===== src/rtl/maxpool_scheduler.sv =====
// Drives a serial max-pool unit across one feature map: streams each KxK window
// from the feature buffer, waits for the pooled result and writes it to the output buffer.
module maxpool_scheduler #(
    parameter int BITS    = 8,
    parameter int POOL_K  = 2,
    parameter int FM_W    = 8,
    parameter int FM_H    = 8,
    parameter int ADDR_W  = 6,
    parameter int OADDR_W = 4
) (
    input  logic               clk_in,
    input  logic               rst_n,
    input  logic               go,
    input  logic               abort,
    output logic               busy,
    output logic               done,
    output logic               rd_en,
    output logic [ADDR_W-1:0]  rd_addr,
    input  logic [BITS-1:0]    rd_data,
    output logic               mp_rst_n,
    output logic               mp_start,
    output logic [BITS-1:0]    mp_data_in,
    input  logic [BITS-1:0]    mp_data_out,
    input  logic               mp_ready,
    input  logic               out_full,
    output logic               wr_en,
    output logic [OADDR_W-1:0] wr_addr,
    output logic [BITS-1:0]    wr_data
);

    localparam int WIN_X = FM_W / POOL_K;
    localparam int WIN_Y = FM_H / POOL_K;
    localparam int K_W   = $clog2(POOL_K);
    localparam int WX_W  = (WIN_X > 1) ? $clog2(WIN_X) : 1;
    localparam int WY_W  = (WIN_Y > 1) ? $clog2(WIN_Y) : 1;

    localparam logic [K_W-1:0]  K_LAST  = K_W'(POOL_K - 1);
    localparam logic [WX_W-1:0] WX_LAST = WX_W'(WIN_X - 1);
    localparam logic [WY_W-1:0] WY_LAST = WY_W'(WIN_Y - 1);

    typedef enum logic [2:0] {
        S_IDLE,
        S_READ,
        S_WAIT,
        S_WRITE,
        S_DONE
    } state_t;

    state_t              state_q, state_d;
    logic [K_W-1:0]      dx_q, dx_d;
    logic [K_W-1:0]      dy_q, dy_d;
    logic [WX_W-1:0]     wx_q, wx_d;
    logic [WY_W-1:0]     wy_q, wy_d;
    logic [OADDR_W-1:0]  widx_q, widx_d;
    logic [BITS-1:0]     wr_data_q, wr_data_d;
    logic                mp_start_q, mp_start_d;
    logic                abort_q, abort_d;
    logic                last_win;

    always_ff @(posedge clk_in or negedge rst_n) begin
        if (!rst_n) begin
            state_q    <= S_IDLE;
            dx_q       <= '0;
            dy_q       <= '0;
            wx_q       <= '0;
            wy_q       <= '0;
            widx_q     <= '0;
            wr_data_q  <= '0;
            mp_start_q <= 1'b0;
            abort_q    <= 1'b0;
        end else begin
            state_q    <= state_d;
            dx_q       <= dx_d;
            dy_q       <= dy_d;
            wx_q       <= wx_d;
            wy_q       <= wy_d;
            widx_q     <= widx_d;
            wr_data_q  <= wr_data_d;
            mp_start_q <= mp_start_d;
            abort_q    <= abort_d;
        end
    end

    assign last_win = (wx_q == WX_LAST) && (wy_q == WY_LAST);

    always_comb begin
        state_d    = state_q;
        dx_d       = dx_q;
        dy_d       = dy_q;
        wx_d       = wx_q;
        wy_d       = wy_q;
        widx_d     = widx_q;
        wr_data_d  = wr_data_q;
        mp_start_d = 1'b0;
        abort_d    = 1'b0;

        case (state_q)
            S_IDLE: begin
                if (go) begin
                    state_d = S_READ;
                end
            end
            S_READ: begin
                // mp_start lands one cycle later, together with the first sample's read data
                mp_start_d = (dx_q == '0) && (dy_q == '0);
                if (dx_q == K_LAST) begin
                    dx_d = '0;
                    if (dy_q == K_LAST) begin
                        dy_d    = '0;
                        state_d = S_WAIT;
                    end else begin
                        dy_d = dy_q + K_W'(1);
                    end
                end else begin
                    dx_d = dx_q + K_W'(1);
                end
            end
            S_WAIT: begin
                if (mp_ready) begin
                    wr_data_d = mp_data_out;
                    state_d   = S_WRITE;
                end
            end
            S_WRITE: begin
                if (!out_full) begin
                    if (last_win) begin
                        wx_d    = '0;
                        wy_d    = '0;
                        widx_d  = '0;
                        state_d = S_DONE;
                    end else begin
                        widx_d  = widx_q + OADDR_W'(1);
                        state_d = S_READ;
                        if (wx_q == WX_LAST) begin
                            wx_d = '0;
                            wy_d = wy_q + WY_W'(1);
                        end else begin
                            wx_d = wx_q + WX_W'(1);
                        end
                    end
                end
            end
            S_DONE: begin
                state_d = S_IDLE;
            end
            default: begin
                state_d = S_IDLE;
            end
        endcase

        // Abort also wins over go in IDLE; only a live map gets a pool-unit reset pulse
        if (abort) begin
            state_d    = S_IDLE;
            dx_d       = '0;
            dy_d       = '0;
            wx_d       = '0;
            wy_d       = '0;
            widx_d     = '0;
            mp_start_d = 1'b0;
            abort_d    = (state_q != S_IDLE);
        end
    end

    assign busy       = (state_q != S_IDLE);
    assign done       = (state_q == S_DONE);
    assign rd_en      = (state_q == S_READ) && !abort;
    assign wr_en      = (state_q == S_WRITE) && !abort;
    assign mp_start   = mp_start_q && !abort;
    assign mp_rst_n   = rst_n & ~abort_q;
    assign mp_data_in = rd_data;
    assign wr_addr    = widx_q;
    assign wr_data    = wr_data_q;

    assign rd_addr = ADDR_W'(wy_q) * ADDR_W'(POOL_K * FM_W)
                   + ADDR_W'(wx_q) * ADDR_W'(POOL_K)
                   + ADDR_W'(dy_q) * ADDR_W'(FM_W)
                   + ADDR_W'(dx_q);

endmodule


===== config.mk =====
export PLATFORM = sky130hd
export DESIGN_NAME = maxpool_scheduler
export DESIGN_NICKNAME = d
export VERILOG_FILES = /design/src/rtl/maxpool_scheduler.sv
export SDC_FILE = /design/constraint.sdc
export NUM_CORES = 1
export LEC_CHECK = 0
export CAP_MARGIN = 20
export CORE_UTILIZATION = 37
export CTS_CLUSTER_DIAMETER = 80
export CTS_CLUSTER_SIZE = 12
export DETAILED_ROUTE_END_ITERATION = 10
export PLACE_DENSITY = 0.82
export SLEW_MARGIN = 20
export SYNTH_ARGS = -nofsm -noshare
export SYNTH_HDL_FRONTEND = slang
export SYNTH_SLANG_ARGS = --single-unit

===== constraint.sdc =====
create_clock -name clk_in -period 1.35 [get_ports clk_in]
set_input_delay 0.27 -clock clk_in [delete_from_list [all_inputs] [get_ports clk_in]]
set_output_delay 0.27 -clock clk_in [all_outputs]
set_load 0.02 [all_outputs]

**Run 1: placement density heat map**

The die is cut into 12 by 12 equal tiles; dark blue is low, red is high, 0 to 100% covered.
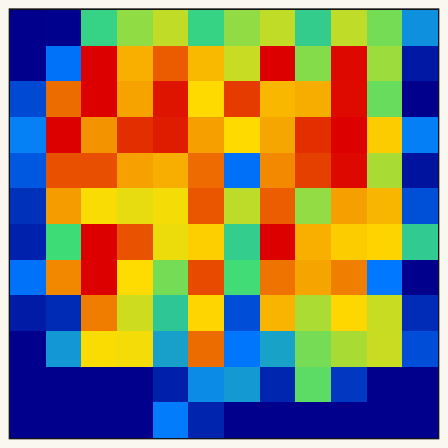
The fullest tile reaches 100%. The mean over all tiles is 53%. The emptiest ninth of the die: lower left. 39% of the tiles are over 75% full. 15% of the tiles are nearly empty.

**Run 1: routing congestion**

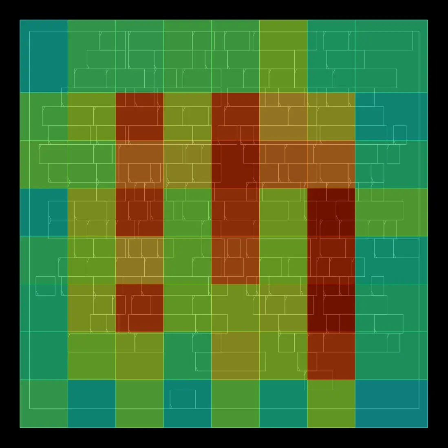
Wirelength per Cell: 15.6 µm
Layout Utilization: 62.0%
most crowded layer after global routing: met2
met3 usage: 2.86%
M2 GR Usage: 32.3%

**Run 1: clock network drawn from the DEF**

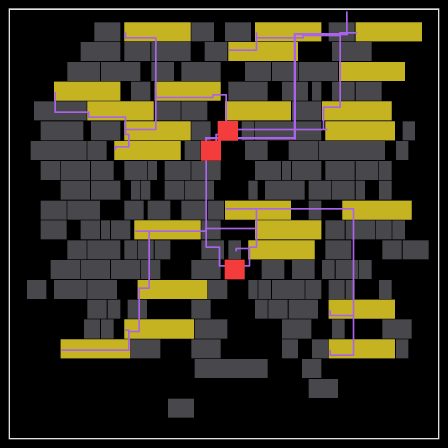
clock wires: marked purple, length 269 µm. cells driving clock nets: marked red, count 3. flip-flops: marked yellow, count 23.
There are 4 routed clock nets.

==> results.sh, run 1 <==
# implementation run metrics
export IMPL_pg_seq_mw=0.769
export IMPL_crit_chain="buf_6 > nand4bb_4 > or4b_1 > a31oi_1"
export IMPL_yosysMostFrequentCell="dfrtp_1"
export IMPL_crit_type="reg -> reg"
export IMPL_buf_share_pct=29.8
export IMPL_fin_ws_ns=-0.255
export IMPL_fin_cells=203
export IMPL_startpoint_type="flop"
export IMPL_diodes=0
export IMPL_placed_area_mm2=0.00172
export IMPL_routed_via_density=5.08
export IMPL_crit_path_end="wr_addr[3]$_DFFE_PN0P_"
export IMPL_synth_xor_area_share_pct=1.47
export IMPL_initialDrtViolationCount=50
export IMPL_cp_num_buf_inv=1
export IMPL_path_clk_slew_ns=0.13
export IMPL_critPathMaxStageDelay_ns=0.50
export IMPL_violations="setup timing"
export IMPL_p_leak_nw=0.846
export IMPL_p_total_mw=1.43
export IMPL_dominantRegCellSynth="dfrtp_1"
export IMPL_worst_slew_pin_slew_ns=0.297
export IMPL_dr_wl_met3_um=105
export IMPL_run_status="finished, violations left"
export IMPL_crit_start="state_q[2]$_DFFE_PN0P_"
export IMPL_async_flop_share_pct=100
export IMPL_critPathArrivalTime_ns=1.84
export IMPL_port_buffers=37
export IMPL_synthesis_nets=133
export IMPL_max_freq_ghz=0.623
export IMPL_dp_hpwl_um=2120
export IMPL_lay_top_cells="dfrtp_1 (16), buf_4 (15), buf_6 (14), clkdlybuf4s50_1 (12), mux2_4 (8)"
export IMPL_clock_sinks=23
export IMPL_tapCellCount=44
export IMPL_cp_slowest_cell="dfrtp_2"
export IMPL_worstSkewPairLatency_ns=0.31
export IMPL_gp_congestion=0.791
export IMPL_global_route_usage_total_pct=17.9
export IMPL_die_x_um=58.7
export IMPL_comb_area_um2=653
export IMPL_setup_viol=19
export IMPL_r2r_slack_ns=-0.25
export IMPL_die_area_mm2=0.00345
export IMPL_antenna_found_initial=0
export IMPL_path_depth=4
export IMPL_logic_gates=68
export IMPL_synth_area_per_cell_um2=11.0
export IMPL_p_sw_mw=0.405
export IMPL_max_slew_margin_pct=80.2
export IMPL_layout_top_cell="dfrtp_1"
export IMPL_area_delta_synth_final_pct=58.8
export IMPL_fp_util_pct=39.0
export IMPL_layout_drive_gt1_share_pct=53.5
export IMPL_yosysTopAreaCell="dfrtp_1"
export IMPL_edf_count=0
export IMPL_signal_buffers=62
export IMPL_met1_usage_pct=20.6
==> run 1 -> run 2 <==
Settings changed: SETUP_SLACK_MARGIN set to 0.02.
**Run 2: clock network drawn from the DEF**

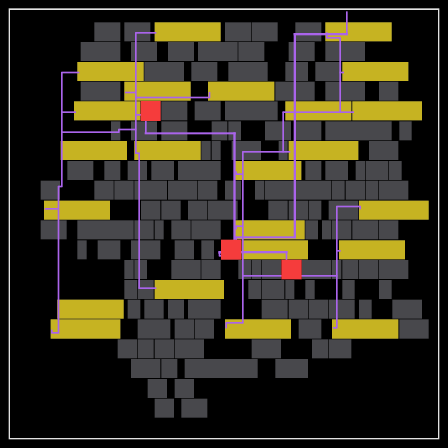
cells driving clock nets: marked red, count 3. clock wires: marked purple, length 301 µm. flip-flops: marked yellow, count 23.
There are 4 routed clock nets.

**Run 2: placement density heat map**

The die is cut into 12 by 12 equal tiles; dark blue is low, red is high, 0 to 100% covered.
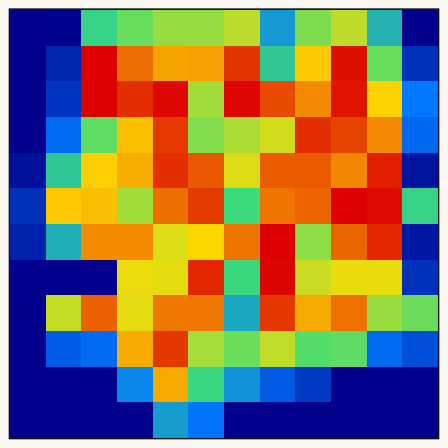
The fullest tile reaches 100%. The emptiest ninth of the die: lower left. 38% of the tiles are over 75% full. The mean over all tiles is 53%.

==> run 2 against run 1 <==
Effect of this change:
- sequential share of layout area rose by 0.35 points
- clock-buffer cell count grew 1
- highest routed layer unchanged
- register-to-register slack improved by 0.06 ns
- critical path type is now reg -> out
- maximum frequency grew 0.94%
- setup slack improved by 0.015 ns
- combinational power about the same
- synthesized cell count stayed put
- the flow still finishes with violations (setup timing)
- core utilization down 0.82 points
- via count down 0.87%
- critical endpoint is now busy
==> results.sh, run 2 <==
# implementation run metrics
export IMPL_initialDrtViolationCount=38
export IMPL_critPathMaxStageDelay_ns=0.45
export IMPL_clock_sinks=23
export IMPL_fin_cells=205
export IMPL_antenna_found_initial=0
export IMPL_cp_slowest_cell="dfrtp_1"
export IMPL_global_route_usage_total_pct=17.7
export IMPL_use_met2_pct=30.7
export IMPL_avgRoutedWirePerCell_um=14.3
export IMPL_dominantRegCellSynth="dfrtp_1"
export IMPL_grt_util_met3_pct=3.96
export IMPL_met1_usage_pct=20.4
export IMPL_path_clk_slew_ns=0.12
export IMPL_comb_area_um2=616
export IMPL_p_leak_nw=0.818
export IMPL_setup_viol=18
export IMPL_violations="setup timing"
export IMPL_signal_buffers=64
export IMPL_max_freq_ghz=0.629
export IMPL_utilization_pct=61.1
export IMPL_port_buffers=37
export IMPL_fin_ws_ns=-0.240
export IMPL_area_delta_synth_final_pct=56.7
export IMPL_layout_top_cell="buf_4"
export IMPL_die_area_mm2=0.00345
export IMPL_dr_wl_met3_um=152
export IMPL_run_status="finished, violations left"
export IMPL_path_depth=2
export IMPL_lay_top_cells="buf_4 (24), dfrtp_1 (17), clkdlybuf4s50_1 (12), nand2_1 (9), clkdlybuf4s15_1 (9)"
export IMPL_startpoint_type="flop"
export IMPL_synth_area_per_cell_um2=11.0
export IMPL_async_flop_share_pct=100
export IMPL_buf_share_pct=31.0
export IMPL_dp_hpwl_um=2030
export IMPL_r2r_slack_ns=-0.19
export IMPL_crit_start="state_q[0]$_DFFE_PN0P_"
export IMPL_worst_slew_pin_slew_ns=0.302
export IMPL_max_slew_margin_pct=79.8
export IMPL_pg_seq_mw=0.765
**Run 2: selected gate families**

Scale bar: 20 µm.
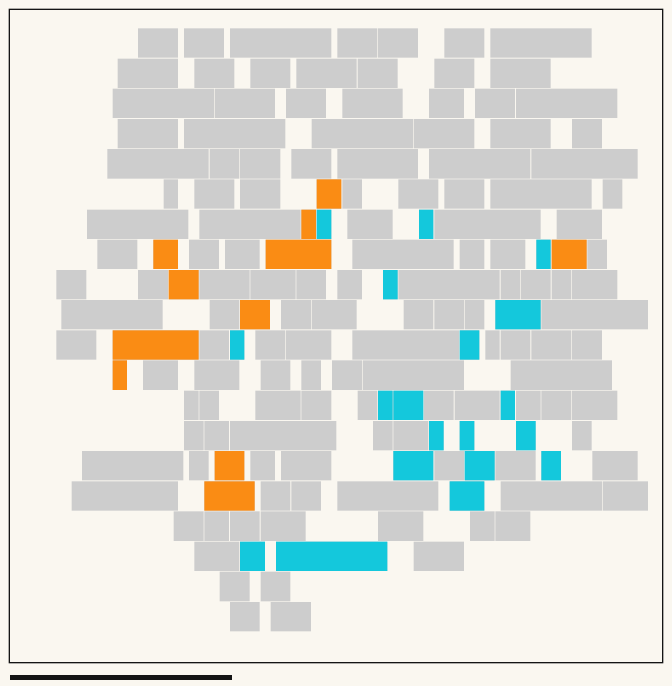
NAND gates: marked cyan, cells 19, most used nand2_1. NOR gates: marked orange, cells 11, most used nor3b_1.

Power figures rest on the tool's default switching activity, not on a simulated workload.
